`src/rtl/cgra_tile_pkg.sv`:
```
// -----------------------------------------------------------------------------
// cgra_tile_pkg
// Shared types and constants for the CGRA tile datapath blocks.
//   DATA_W        : datapath chunk width, shared with full_adder
//   SEQ_MAX_WORDS : default maximum chunks per chained add
//   SEQ_IDX_W     : chunk index width for SEQ_MAX_WORDS
//   seq_state_t   : carry_chain_sequencer operation tracking state
//   seq_result_t  : one registered result chunk (sum, carry, last, idx)
// -----------------------------------------------------------------------------
package cgra_tile_pkg;

   localparam int DATA_W        = 16;
   localparam int SEQ_MAX_WORDS = 4;
   localparam int SEQ_IDX_W     = $clog2(SEQ_MAX_WORDS);

   typedef enum logic {
      SEQ_IDLE = 1'b0,
      SEQ_BUSY = 1'b1
   } seq_state_t;

   typedef struct packed {
      logic [DATA_W-1:0]    sum;
      logic                 carry;
      logic                 last;
      logic [SEQ_IDX_W-1:0] idx;
   } seq_result_t;

endpackage

```
`src/rtl/carry_chain_sequencer.sv`:
```
// -----------------------------------------------------------------------------
// carry_chain_sequencer
// Stages a multi-word add, LSB chunk first, around the tile's combinational
// full_adder (instantiated beside this block by the tile top). S1 holds the
// operand chunk and drives the adder; S2 holds the registered sum chunk on a
// valid/ready output stream. The adder's carry_out is kept in carry_q and fed
// back as carry_in for the next chunk of the same operation.
//
// Handshakes: a transfer happens on a rising edge where valid && ready are both
// high. A producer holds valid and its data steady until that edge; ready may
// depend combinationally on the consumer's ready (in_ready follows out_ready
// through the commit term) but never on in_valid.
//
// Ports
//   clk, reset          : clock, synchronous active-high reset
//   in_valid/in_ready   : operand chunk stream (in_a, in_b, in_first, in_last)
//   add_a/add_b         : operands to full_adder
//   add_carry_in        : chained carry to full_adder
//   add_carry_listen    : full_adder uses carry_in only when high
//   add_on_off          : full_adder enable (S1 occupied)
//   add_c/add_carry_out : full_adder sum and carry
//   add_ack             : full_adder result is valid
//   out_valid/out_ready : result chunk stream (out_sum, out_carry, out_last,
//                         out_idx)
//   err_seq             : sticky chunk-sequencing error, cleared by reset
// -----------------------------------------------------------------------------
module carry_chain_sequencer
   import cgra_tile_pkg::*;
#(
   parameter int WIDTH     = DATA_W,
   parameter int MAX_WORDS = SEQ_MAX_WORDS,
   parameter int IDX_W     = $clog2(MAX_WORDS)
) (
   input  logic             clk,
   input  logic             reset,
   input  logic             in_valid,
   output logic             in_ready,
   input  logic [WIDTH-1:0] in_a,
   input  logic [WIDTH-1:0] in_b,
   input  logic             in_first,
   input  logic             in_last,
   output logic [WIDTH-1:0] add_a,
   output logic [WIDTH-1:0] add_b,
   output logic             add_carry_in,
   output logic             add_carry_listen,
   output logic             add_on_off,
   input  logic [WIDTH-1:0] add_c,
   input  logic             add_carry_out,
   input  logic             add_ack,
   output logic             out_valid,
   input  logic             out_ready,
   output logic [WIDTH-1:0] out_sum,
   output logic             out_carry,
   output logic             out_last,
   output logic [IDX_W-1:0] out_idx,
   output logic             err_seq
);

   // Index of the last chunk an operation may hold before the chain restarts.
   localparam logic [IDX_W-1:0] IDX_MAX = IDX_W'(MAX_WORDS - 1);

   // Operation tracking
   seq_state_t       state_q, state_d;
   logic [IDX_W-1:0] cnt_q, cnt_d;      // index of the last accepted chunk
   logic             err_q, err_d;

   // S1: operand chunk
   logic             s1_valid_q, s1_valid_d;
   logic [WIDTH-1:0] s1_a_q, s1_a_d;
   logic [WIDTH-1:0] s1_b_q, s1_b_d;
   logic             s1_first_q, s1_first_d;
   logic             s1_last_q, s1_last_d;
   logic [IDX_W-1:0] s1_idx_q, s1_idx_d;

   // Carry chain and S2 result
   logic             carry_q, carry_d;
   seq_result_t      s2_q, s2_d;
   logic             out_valid_q, out_valid_d;

   logic             commit;
   logic             accept;
   logic             chunk_first;
   logic [IDX_W-1:0] chunk_idx;
   logic             chunk_err;

   // S2 can take the adder result when empty or being drained this cycle.
   assign commit   = s1_valid_q && add_ack && (!out_valid_q || out_ready);
   assign in_ready = !reset && (!s1_valid_q || commit);
   assign accept   = in_valid && in_ready;

   // Adder drive; everything is held at zero while S1 is empty.
   assign add_on_off       = s1_valid_q;
   assign add_a            = s1_valid_q ? s1_a_q : '0;
   assign add_b            = s1_valid_q ? s1_b_q : '0;
   assign add_carry_listen = s1_valid_q && !s1_first_q;
   assign add_carry_in     = s1_valid_q && carry_q;

   assign out_valid = out_valid_q;
   assign out_sum   = s2_q.sum;
   assign out_carry = s2_q.carry;
   assign out_last  = s2_q.last;
   assign out_idx   = s2_q.idx;
   assign err_seq   = err_q;

   // Classify the chunk on the input port. Any sequencing violation restarts
   // the chain with this chunk as a fresh LSB chunk (idx 0, carry ignored).
   always_comb begin
      chunk_first = 1'b1;
      chunk_idx   = '0;
      chunk_err   = 1'b0;
      case (state_q)
         SEQ_IDLE: chunk_err = !in_first;
         SEQ_BUSY: begin
            if (in_first || cnt_q == IDX_MAX) begin
               chunk_err = 1'b1;
            end else begin
               chunk_first = 1'b0;
               chunk_idx   = cnt_q + IDX_W'(1);
            end
         end
         default: chunk_err = 1'b1;
      endcase
   end

   always_comb begin
      state_d     = state_q;
      cnt_d       = cnt_q;
      err_d       = err_q;
      s1_valid_d  = s1_valid_q;
      s1_a_d      = s1_a_q;
      s1_b_d      = s1_b_q;
      s1_first_d  = s1_first_q;
      s1_last_d   = s1_last_q;
      s1_idx_d    = s1_idx_q;
      carry_d     = carry_q;
      s2_d        = s2_q;
      out_valid_d = out_valid_q;

      // S2 side first: a commit overrides a pop in the same cycle.
      if (commit) begin
         s2_d.sum    = add_c;
         s2_d.carry  = add_carry_out;
         s2_d.last   = s1_last_q;
         s2_d.idx    = s1_idx_q;
         carry_d     = add_carry_out;
         out_valid_d = 1'b1;
      end else if (out_valid_q && out_ready) begin
         out_valid_d = 1'b0;
      end

      // S1 side: a new chunk may replace the one committing this cycle.
      if (accept) begin
         s1_valid_d = 1'b1;
         s1_a_d     = in_a;
         s1_b_d     = in_b;
         s1_first_d = chunk_first;
         s1_last_d  = in_last;
         s1_idx_d   = chunk_idx;
         cnt_d      = chunk_idx;
         err_d      = err_q || chunk_err;
         state_d    = in_last ? SEQ_IDLE : SEQ_BUSY;
      end else if (commit) begin
         s1_valid_d = 1'b0;
      end
   end

   always_ff @(posedge clk) begin
      if (reset) begin
         state_q     <= SEQ_IDLE;
         cnt_q       <= '0;
         err_q       <= 1'b0;
         s1_valid_q  <= 1'b0;
         s1_a_q      <= '0;
         s1_b_q      <= '0;
         s1_first_q  <= 1'b0;
         s1_last_q   <= 1'b0;
         s1_idx_q    <= '0;
         carry_q     <= 1'b0;
         s2_q        <= '0;
         out_valid_q <= 1'b0;
      end else begin
         state_q     <= state_d;
         cnt_q       <= cnt_d;
         err_q       <= err_d;
         s1_valid_q  <= s1_valid_d;
         s1_a_q      <= s1_a_d;
         s1_b_q      <= s1_b_d;
         s1_first_q  <= s1_first_d;
         s1_last_q   <= s1_last_d;
         s1_idx_q    <= s1_idx_d;
         carry_q     <= carry_d;
         s2_q        <= s2_d;
         out_valid_q <= out_valid_d;
      end
   end

endmodule

```
`config.mk`:
```
export PLATFORM = sky130hd
export DESIGN_NAME = carry_chain_sequencer
export DESIGN_NICKNAME = d
export VERILOG_FILES = /design/src/rtl/cgra_tile_pkg.sv /design/src/rtl/carry_chain_sequencer.sv
export SDC_FILE = /design/constraint.sdc
export NUM_CORES = 1
export LEC_CHECK = 0
export CAP_MARGIN = 0
export CORE_ASPECT_RATIO = 2
export CORE_MARGIN = 2
export CORE_UTILIZATION = 39
export DETAILED_ROUTE_END_ITERATION = 10
export PLACE_DENSITY = 0.77
export SYNTH_ARGS = -nofsm -noshare
export SYNTH_HDL_FRONTEND = slang
export SYNTH_SLANG_ARGS = --single-unit
```
`constraint.sdc`:
```
create_clock -name clk -period 1.2 [get_ports clk]
set_input_delay 0.24 -clock clk [delete_from_list [all_inputs] [get_ports clk]]
set_output_delay 0.24 -clock clk [all_outputs]
set_load 0.03 [all_outputs]
```
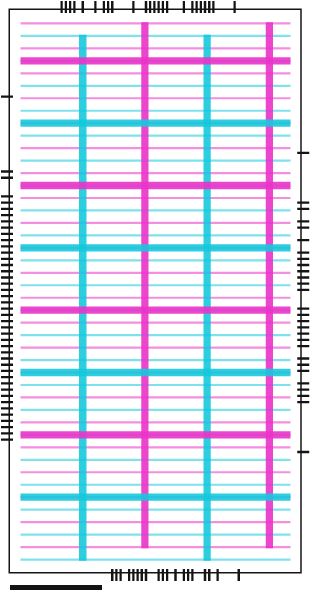
Figure 1: run 1, floorplan with the power grid.
Scale bar: 20 um. Pins as bars on the die edge.
- VDD: magenta
- VSS: cyan
- met4 straps: 4
- met1 rails: 44
- signal pins: 114
- met5 straps: 8
- rows: 43
area inside the core boundary: 6890 um^2
worst ir drop on vdd: 0.968 mV
Die Span Y: 123 um
die width: 63.3 um

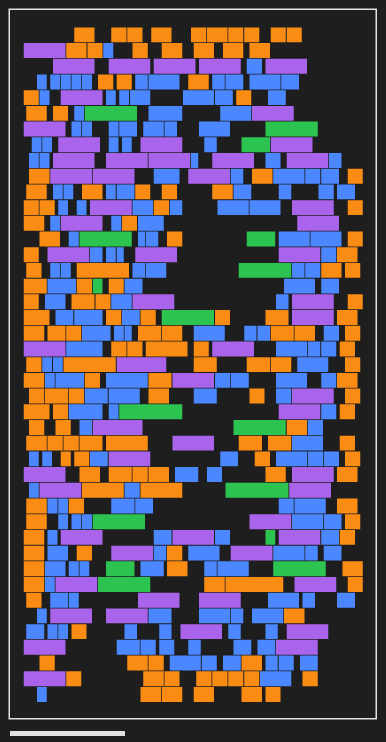
Figure 2: run 1, cells colored by class.
Scale bar: 20 um.
- flops: purple (cells 60)
- all other logic: blue (cells 188)
- clock drivers and dummy loads: green (cells 16)
- other buffers and delay cells: orange (cells 152)
final design instance area without fill: 4690 um^2
share of the final layout cell area in sequential cells: 25.8%

==> results.txt, run 1 <==
Here are the numbers from the latest Yosys + OpenROAD run.

The via count of the first global-routing pass is 2,449. The relative area change from synthesis to final layout came out at 70.8%. The required time at the worst endpoint is listed as 0.96 ns. The top fanout value on the critical path came out at 3. The instance area at placement is 4050 um^2. The measured slew at the worst slew-check pin came out at 0.281 ns. The relative contribution of sequential cells to total power is 35.6%. The global-route usage over all layers is 19.2%. The final route contains 2,495 vias.

The count of buffering cells on the critical path with inverters included is 2. The number of sinks driven by the clock tree is about 60. The area of the die came out at between 7000 and 8000 um^2.

The worst setup path is launched from a register. The worst-skew pair later-pin latency is around 0.32 ns. Prior to clock tree synthesis, the placed netlist has a worst setup slack of -0.500 ns. Per the post-synthesis report, the number of cells in the design is 269. For this design the top-level I/O count stands at 114.

The critical path depth in cells came out at 5. The sum of negative setup slack came out at -18.70 ns. By startpoint and endpoint, the worst setup path is classified as register to output port. The cell that appears most often on the critical path is sky130_fd_sc_hd__buf_6. The post-synthesis cell count from yosys is 269. The number of nets in the finished design is roughly 470.

In this run, the combinational gates consume between 15 and 20% of the power. The synthesized design spends more area on one cell type than any other, namely sky130_fd_sc_hd__dfxtp_1. The worst slew slack as a fraction of its limit came out at 81.2%.

The switching part of the total came out at between 20% and 30%. The antenna diode count is 0. The post-CTS setup buffer count is 8. The async set-reset flop share out of synthesis came out at 0%. Once the clock tree was built, the resizer swapped 16 gates to a different size.

In the floorplan report the effective utilization is 39.8%. The tally of max-capacitance violations came out at 0. STA lists the endpoint of the worst register-to-register path as s1_b_q[11]. The number of antenna violations at the first check in global routing came out at 0.

Clock tree synthesis selected as its root buffer the cell sky130_fd_sc_hd__clkbuf_16. Checking hold timing, the worst path is listed with class input pin to register. The switching power summed over all nets is 1.41 mW.

The net count after synthesis came out at 326. The global-route wire length before repair is 11.6 mm. The sequential fraction of the synthesis area came out at a little over two fifths.

The count of yosys warnings during synthesis came out at 0. Yosys mapped a number of flops with a built-in enable equal to 0. Setup repair after global routing could not meet its margin everywhere. Summed over its instances, the top area cell type makes up 43.8% of the synthesized netlist area.

The count of different cell masters after synthesis came out at 27. The internal power component came out at 4.73 mW. The netlist area before placement came out at 2740 um^2. The tally of OpenROAD warnings is 29. Counting pins that exceed their max-slew limit in the final report gives 0.

The total congestion overflow is 0. The flow ran to the end, but the final reports show violations. The met3 wire length is 416 um. The number of vias per cell came out at 4.93.

Walking the worst path, the cells encountered are buf_6 > nand2_4 > o21ai_4 > nor2b_4 > buf_6. The average routed wire per standard cell is approximately 15 um. The worst-case reg-to-reg setup slack stands at -0.28 ns.

Per the hold report, the tightest min-delay path originates at in_valid. The final core utilization is between 60% and 70%. The worst reg2reg path startpoint is add_on_off. In the post-synthesis netlist, the cell with the most instances is sky130_fd_sc_hd__dfxtp_1. Post-synthesis, Yosys gives the total cell area as 2740 um^2.

The script extracted a total leakage power of 2.18 nW. The clock network fraction of design power came out at 46.3%. The largest stage delay on the critical path is 0.36 ns. The setup skew after layout is 0.00462 ns. The remaining routing DRC violations came out at 0. After filler insertion, the fill cell instance count of the layout stands at approximately 560. The met2 routed wirelength is 4.42 mm.

Counting tap cells, the placed design contains a total of 477 instances. The pin count of the biggest net entering global routing came out at 34. In this run the tool buffered the top-level ports with 113 buffer cells. After clock tree synthesis, the flow added hold-fix buffers numbering 0.

The arrival time at the worst endpoint is 1.28 ns. The count of endpoints failing setup in the final report is approximately 85. The count of cells along the worst register-to-register path is 6. The finished layout holds 506 standard cells, fillers aside.

The smallest hold slack is 0.282 ns. The post-route met1 wirelength came out at 2.73 mm. After synthesis, the most frequently instantiated cells are sky130_fd_sc_hd__dfxtp_1 (60), sky130_fd_sc_hd__and2_1 (34), sky130_fd_sc_hd__mux2_4 (27), sky130_fd_sc_hd__nor2b_1 (24), sky130_fd_sc_hd__a21oi_1 (22). The total power divided by cell area came out at about 1300 nW/um^2. For reference, the post-synthesis area per instance comes to 10.2 um^2. Ranked by total cell area, the synthesized netlist is headed by sky130_fd_sc_hd__dfxtp_1 (44%), sky130_fd_sc_hd__mux2_4 (15%), sky130_fd_sc_hd__and2_1 (7.8%). The final reports fail on setup timing. The total wirelength of the detailed-routed design is 7.75 mm.

Looking at the hold checks, the worst path lands on s1_first_q. The proportion of layout cells with a drive suffix above 1 came out at roughly 49%. The estimated wirelength of the detail-placed design came out at 5.16 mm.

The clock slew seen by the registers of the worst setup and hold paths came out at 0.05 ns. The violation tally recorded at the end of detailed-routing iteration 0 is 74. The critical path ends at in_ready. For the finished layout, the period the worst path requires is 1.52 ns. The smallest setup slack after layout came out at -0.317 ns.

The top layer reached by signal wires is met4. The number of clock buffers added by TritonCTS is 9. The clock tree from TritonCTS is done. The CTS H-tree depth came out at 3. The number of antenna-violating nets in the routed design came out at 0. The worst setup path is captured at an output port. According to the timing report, the critical path is launched from add_on_off. The post-synthesis sequential element count is 60. The design draws 6.14 mW.

The number of cells traversed by the worst hold path came out at 3. Broken down by cell family, the worst path's largest delay share belongs to flip-flops. The final estimated routing congestion in global placement came out at 0.754. The maximum frequency from static timing analysis is 0.659 GHz.

Looking at the clock tree report, the maximum root-to-sink buffer count equals 2. The share of the cycle needed by the critical path after routing came out at 126%. The floorplan row count is about 43.

The synthesis report names the predominant flop master as sky130_fd_sc_hd__dfxtp_1. The number of iterations in the first detailed-routing pass came out at 4.
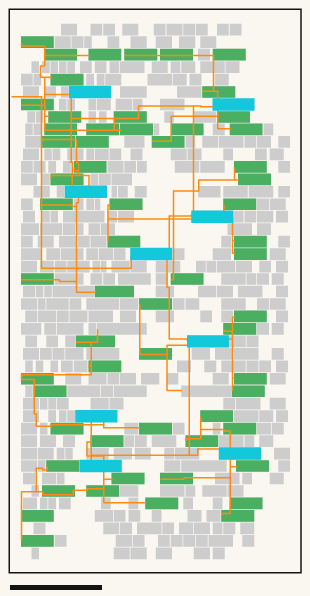
Figure 3: run 1, clock wires, drivers and flops.
Scale bar: 20 um.
- clock wires: orange (length 819 um)
- flip-flops: green (count 60)
- cells driving clock nets: cyan (count 9)
- flops lie: spread over the die

-- run 1: per-layer routing --
layer / vias up / GRT usage, %
li1: 1199 / -
met1: 1185 / 20.3
met2: 96 / 35.4
met3: 15 / 4.77
met4: 0 / 9.10
met5: - / 0
-- run 1: worst min-delay path, delay by kind of cell --
family	cells	cell delay (ns)
AND-OR/OR-AND	1	0.07
buffers and inverters	2	0.24
-- run 1: power by group through the flow --
stage / sequential (mW) / combinational, mW / clock [mW]
4_1_cts: 2.18 / 1.07 / 2.91
5_1_grt: 2.20 / 1.17 / 3.01
3_5_place_dp: 2.22 / 0.998 / 0
3_3_place_gp: 2.22 / 0.981 / 0
2_1_floorplan: 2.27 / 0.518 / 0
6_report: 2.18 / 1.11 / 2.84
-- run 1: area by class of cell --
class / count / area, um^2 / share of cell area, %
Clock buffer: 12 / 267 / 5.69
Clock inverter: 4 / 70.1 / 1.49
Timing Repair Buffer: 152 / 1430 / 30.5
Multi-Input combinational cell: 185 / 1590 / 33.8
Inverter: 3 / 11.3 / 0.240
Tap cell: 90 / 113 / 2.40
Sequential cell: 60 / 1210 / 25.8
-- run 1: cells by family after synthesis --
logic type | count (synthesis) | share of synthesized area [%]
compound gates | 48 | 9.67
fa+ha+maj | 1 | 0.456
buf+inv | 24 | 4.38
flops | 60 | 43.8
mux | 35 | 18.0
simple gates | 101 | 23.8
-- run 1: layout by cell type, fill, tap and decap left out, drive strengths merged, types with 4 or more instances in the layout --
cell type      netlist  layout
buf                  9      96
dfxtp               60      60
clkdlybuf4s50        0      51
and2                34      34
mux2                33      33
nor2b               25      25
a21oi               22      22
o21ai               21      21
nand3               21      21
clkbuf              12      14
and2b               13      13
nand2b               4       4
Figure 4. Track usage over the die (run 1).
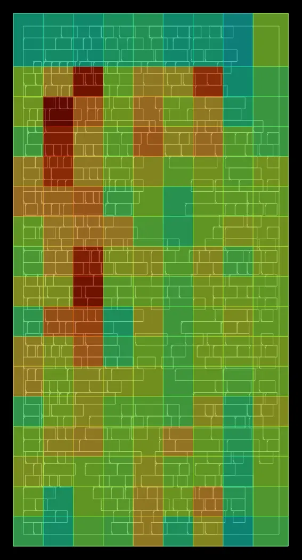

==> run 1 -> run 2 <==
--- a/config.mk
+++ b/config.mk
@@ -8,9 +8,10 @@
 export CAP_MARGIN = 0
 export CORE_ASPECT_RATIO = 2
 export CORE_MARGIN = 2
-export CORE_UTILIZATION = 39
+export CORE_UTILIZATION = 40
+export CTS_BUF_LIST = sky130_fd_sc_hd__clkbuf_4
 export DETAILED_ROUTE_END_ITERATION = 10
-export PLACE_DENSITY = 0.77
+export PLACE_DENSITY = 0.79
 export SYNTH_ARGS = -nofsm -noshare
 export SYNTH_HDL_FRONTEND = slang
 export SYNTH_SLANG_ARGS = --single-unit
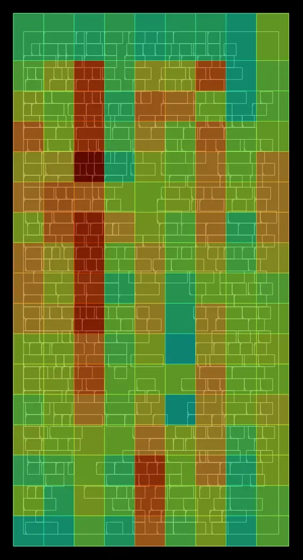
Figure 5: run 2, track usage over the die.
met1 capacity usage during global routing: 20.1%
total routing usage reported by global routing: 20.1%

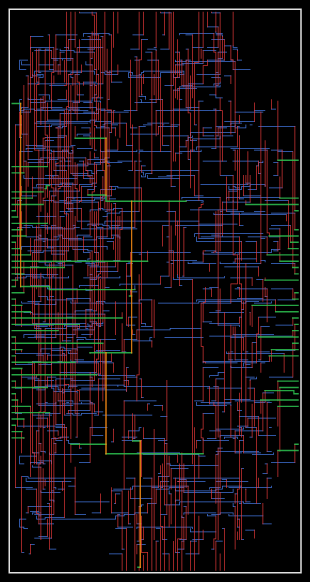
Figure 6: run 2, metal layers overlaid.
- met4: orange (wire length 133 um)
- met2: red (wire length 4,380 um)
- met1: blue (wire length 2,770 um)
- met3: green (wire length 460 um)

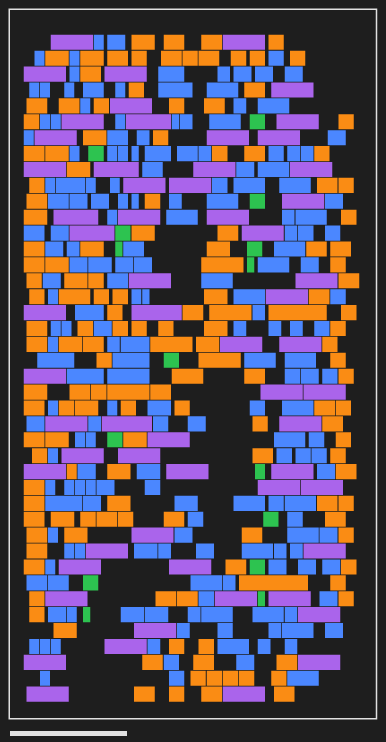
Figure 7: run 2, cells colored by class.
Scale bar: 20 um.
- all other logic: blue (cells 188)
- other buffers and delay cells: orange (cells 150)
- clock drivers and dummy loads: green (cells 15)
- flops: purple (cells 60)
share of the final layout cell area in sequential cells: 26.8%
area inside the core boundary: 6620 um^2
end-of-flow core utilization: 68.4%
final design instance area without fill: 4530 um^2
row cnt: 42

==> run 2 against run 1 <==
  * The run still ends with setup timing left
  * Area after synthesis did not move
  * Flip-flop count unchanged
  * Power is 28% lower
  * First-iteration DRC count rose by 46%
  * Sequential power barely moved
  * Register-to-register slack lost 0.03 ns
  * Via count down 0.64%
  * Die area is 2.4% lower
  * Critical path type unchanged
  * Largest cell class unchanged
  * Highest routed layer unchanged
==> results.txt, run 2 <==
Here are the numbers from the latest Yosys + OpenROAD run.

The run finished, with violations left. The checks that failed: setup timing. The smallest hold slack is 0.324 ns (+0.0419 ns). The filler cell count came out at 529 (-5.2%). The pin count of the biggest net entering global routing came out at 32 (-5.9%). The leading cell type in the layout, fill and taps excluded is sky130_fd_sc_hd__buf_4. The count of different cell masters after synthesis came to 27 (unchanged).

The main area contributors are sky130_fd_sc_hd__dfxtp_1 (44%), sky130_fd_sc_hd__mux2_4 (15%), sky130_fd_sc_hd__and2_1 (7.8%). The most area-hungry cell type in the Yosys netlist is sky130_fd_sc_hd__dfxtp_1. The average routed wire per standard cell is 15.5 um (+0.95%). The estimated wirelength of the detail-placed design is 5.26 mm (+1.9%). The number of sinks driven by the clock tree is 60 (unchanged). The buffer levels on the longest clock path came to 2 (unchanged). The sum of negative setup slack is -20.39 ns (-1.69 ns).

The sum of internal, switching and leakage power came out at 4.42 mW (-28%). The tally of OpenROAD warnings came out at 29 (unchanged). The kind of start point of the critical path is a register. The area of the die came out at 7580 um^2 (-2.4%). The maximum frequency from static timing analysis came out at 0.610 GHz (-7.5%).

The required time reported for the critical path endpoint is 0.96 ns (about the same). The hold violation count in the final report is 0. The clock slew seen by the registers of the worst setup and hold paths is 0.10 ns (+0.05 ns). The clock network power was 1.10 mW (-61%). The arrival time at the worst endpoint came out at 1.40 ns (+0.12 ns).

The initial core utilization is 41.4% (+1.6 points). The count of mapped cells out of synthesis is 269 (unchanged). The worst slew slack as a fraction of its limit came out at 85.7% (+4.5 points). Setup repair after global routing could not meet its margin everywhere. The final estimated routing congestion in global placement came out at 0.754 (about the same).

The global-route wire length before repair was 11.9 mm (+2.9%). TritonCTS built the clock tree. The top fanout value on the critical path was 4 (+1). The antenna diode count came out at 0 (unchanged). The proportion of layout cells with a drive suffix above 1 is 49.9% (+1.3 points). The count of yosys warnings during synthesis is 0 (unchanged). Per the synth stats, the flop cell with the highest instance count is sky130_fd_sc_hd__dfxtp_1. The number of DRC violations after detailed-routing iteration 0 is 108 (+46%). The number of iterations in the first detailed-routing pass came out at 4 (unchanged).

The async set-reset flop share out of synthesis is 0% (unchanged). The shortest clock period the worst path allows after layout is 1.64 ns (+0.124 ns). The critical path goes through nor2b_2 > o21ai_2 > nor2b_4 > buf_6. The power of the combinational group came to 1.14 mW (about the same). The net count after synthesis is 326 (unchanged). The count of endpoints failing setup in the final report is 92 (+8.2%).

The number of antenna-violating nets in the routed design came out at 0 (unchanged). The count of flip-flops with a built-in enable after synthesis was 0 (unchanged). The relative contribution of sequential cells to total power is 49.4% (+14 points).

The total number of vias is 2,479 (-0.64%). The tree is rooted in a sky130_fd_sc_hd__clkbuf_4. The worst-skew pair later-pin latency is 0.40 ns (+0.08 ns). The switching power summed over all nets came out at 1.24 mW (-12%).

The setup skew after layout is 0.0149 ns (+0.0103 ns). The measured slew at the worst slew-check pin came out at 0.212 ns (-0.0699 ns). The floorplan die height came out at 121 um (-1.2%).

By startpoint and endpoint, the worst setup path is classified as register to output port. The internal power component is 3.18 mW (-33%). The smallest setup slack after layout is -0.441 ns (-0.124 ns).

The power share of the combinational group is 25.7% (+7.6 points). The post-synthesis cell count from yosys is 269 (unchanged). The slowest stage of the critical path is the sky130_fd_sc_hd__dfxtp_4 cell. The number of buffers created by CTS came out at 9 (unchanged). The tally of max-capacitance violations came to 0 (unchanged).

The standby leakage power is 2.07 nW (-5.1%). The netlist area before placement came out at 2740 um^2 (unchanged). The remaining routing DRC violations is 0 (unchanged).

The number of antenna violations at the first check in global routing came out at 0 (unchanged). The synthesized chip area reported by yosys came out at 2740 um^2 (unchanged). The most common logic cells in the final layout are sky130_fd_sc_hd__buf_4 (61), sky130_fd_sc_hd__clkdlybuf4s50_1 (54), sky130_fd_sc_hd__dfxtp_1 (54), sky130_fd_sc_hd__mux2_4 (27), sky130_fd_sc_hd__buf_6 (25).

The share of Yosys cell area claimed by the top area cell type came to 43.8% (unchanged). The average footprint of a synthesized cell came out at 10.2 um^2 (unchanged). The quantity of hold-fixing buffers added after cts is 0 (unchanged). The most critical min-delay path falls under input pin to register. The sequential fraction of the synthesis area came out at 43.8% (unchanged). The total congestion overflow came out at 0 (unchanged). The via count of the first global-routing pass is 2,562 (+4.6%). The number of vias per cell is 4.95 (+0.35%). The maximum resistive drop on vdd came out at 0.638 mV (-34%). The synthesis run shows the most used standard cells to be sky130_fd_sc_hd__dfxtp_1 (60), sky130_fd_sc_hd__and2_1 (34), sky130_fd_sc_hd__mux2_4 (27), sky130_fd_sc_hd__nor2b_1 (24), sky130_fd_sc_hd__a21oi_1 (22). The total power divided by cell area is 976 nW/um^2 (-25%). The number of nets in the finished design came out at 466 (-0.43%). The area growth from synthesis to layout is 65.2%. The max-slew violation count is 0 (unchanged). The share of the cycle needed by the critical path after routing came out at 137% (+10 points). The switching part of the total is 28.0% (+5.1 points). The I/O pin count is 114 (unchanged).

The total wirelength of the detailed-routed design came out at 7.75 mm (about the same). The instance area at placement is 4040 um^2 (-0.25%). The clock network fraction of design power is 24.8% (-21 points). STA classifies the critical path endpoint as an output port.

The sequential cell power is 2.19 mW (about the same). The post-synthesis sequential element count is 60 (unchanged). The die outline width came to 62.6 um (-1.2%). Of all power groups, the one with the highest power is sequential cells. The port buffer count came to 113 (unchanged). The CTS H-tree depth is 3 (unchanged). The largest stage delay on the critical path came out at 0.38 ns (+0.02 ns).

The most common cell in the synthesized netlist is sky130_fd_sc_hd__dfxtp_1.
## run 2: path summary, 6_finish.rpt
kind | start | end | slack [ns] | cells after the start
setup / recovery | out_valid | in_ready | -0.44 | 4
hold / removal | reset | out_sum[7] | 0.32 | 3
setup reg to reg | add_on_off | s1_b_q[6] | -0.31 | 6
hold reg to reg | out_carry | out_carry | 0.48 | 2
## run 2: cell families (layout without fill, tap and decap cells)
group / count (synthesis) / count (layout) / synth area share [%]
buf+inv: 24 / 168 / 4.38
flops: 60 / 60 / 43.8
fa+ha+maj: 1 / 1 / 0.456
mux: 35 / 35 / 18.0
compound gates: 48 / 48 / 9.67
simple gates: 101 / 101 / 23.8
## run 2: metal layers
layer	wire (um)	GRT usage (%)	up-vias
li1	-	-	1196
met2	4380	37.2	85
met4	133	9.03	0
met3	459	6.31	12
met1	2770	20.1	1186
met5	0	0	-
## run 2: through the flow
step                std cells  setup slack (ns)
floorplan                 269            -0.142
global placement          474            -0.434
detailed placement        474            -0.476
CTS                       500            -0.433
global route              501            -0.504
finish                    501            -0.441
## run 2: cell type report
type                            instances  area, um^2  share of cell area [%]
Multi-Input combinational cell        185        1630                    35.9
Timing Repair Buffer                  150        1480                    32.6
Sequential cell                        60        1210                    26.8
Tap cell                               88         110                    2.43
Clock buffer                           10        75.1                    1.66
Clock inverter                          5        20.0                   0.442
Inverter                                3        11.3                   0.248
## run 2: critical path: cells and delay by family (launching register included)
| kind | cells | cell delay (ns) |
|---|---|---|
| buffers and inverters | 1 | 0.13 |
| AND-OR/OR-AND | 1 | 0.15 |
| flip-flops | 1 | 0.38 |
| AND/OR/NAND/NOR | 2 | 0.34 |
## run 2: repair_timing
item                                    4_1_cts  5_1_grt
pin swaps                                     1       10
gates resized                                29       48
buffers inserted                             10        0
endpoints found under the setup margin       70      107
cloned                                        2        2
Power is estimated from default activity; no workload was simulated.
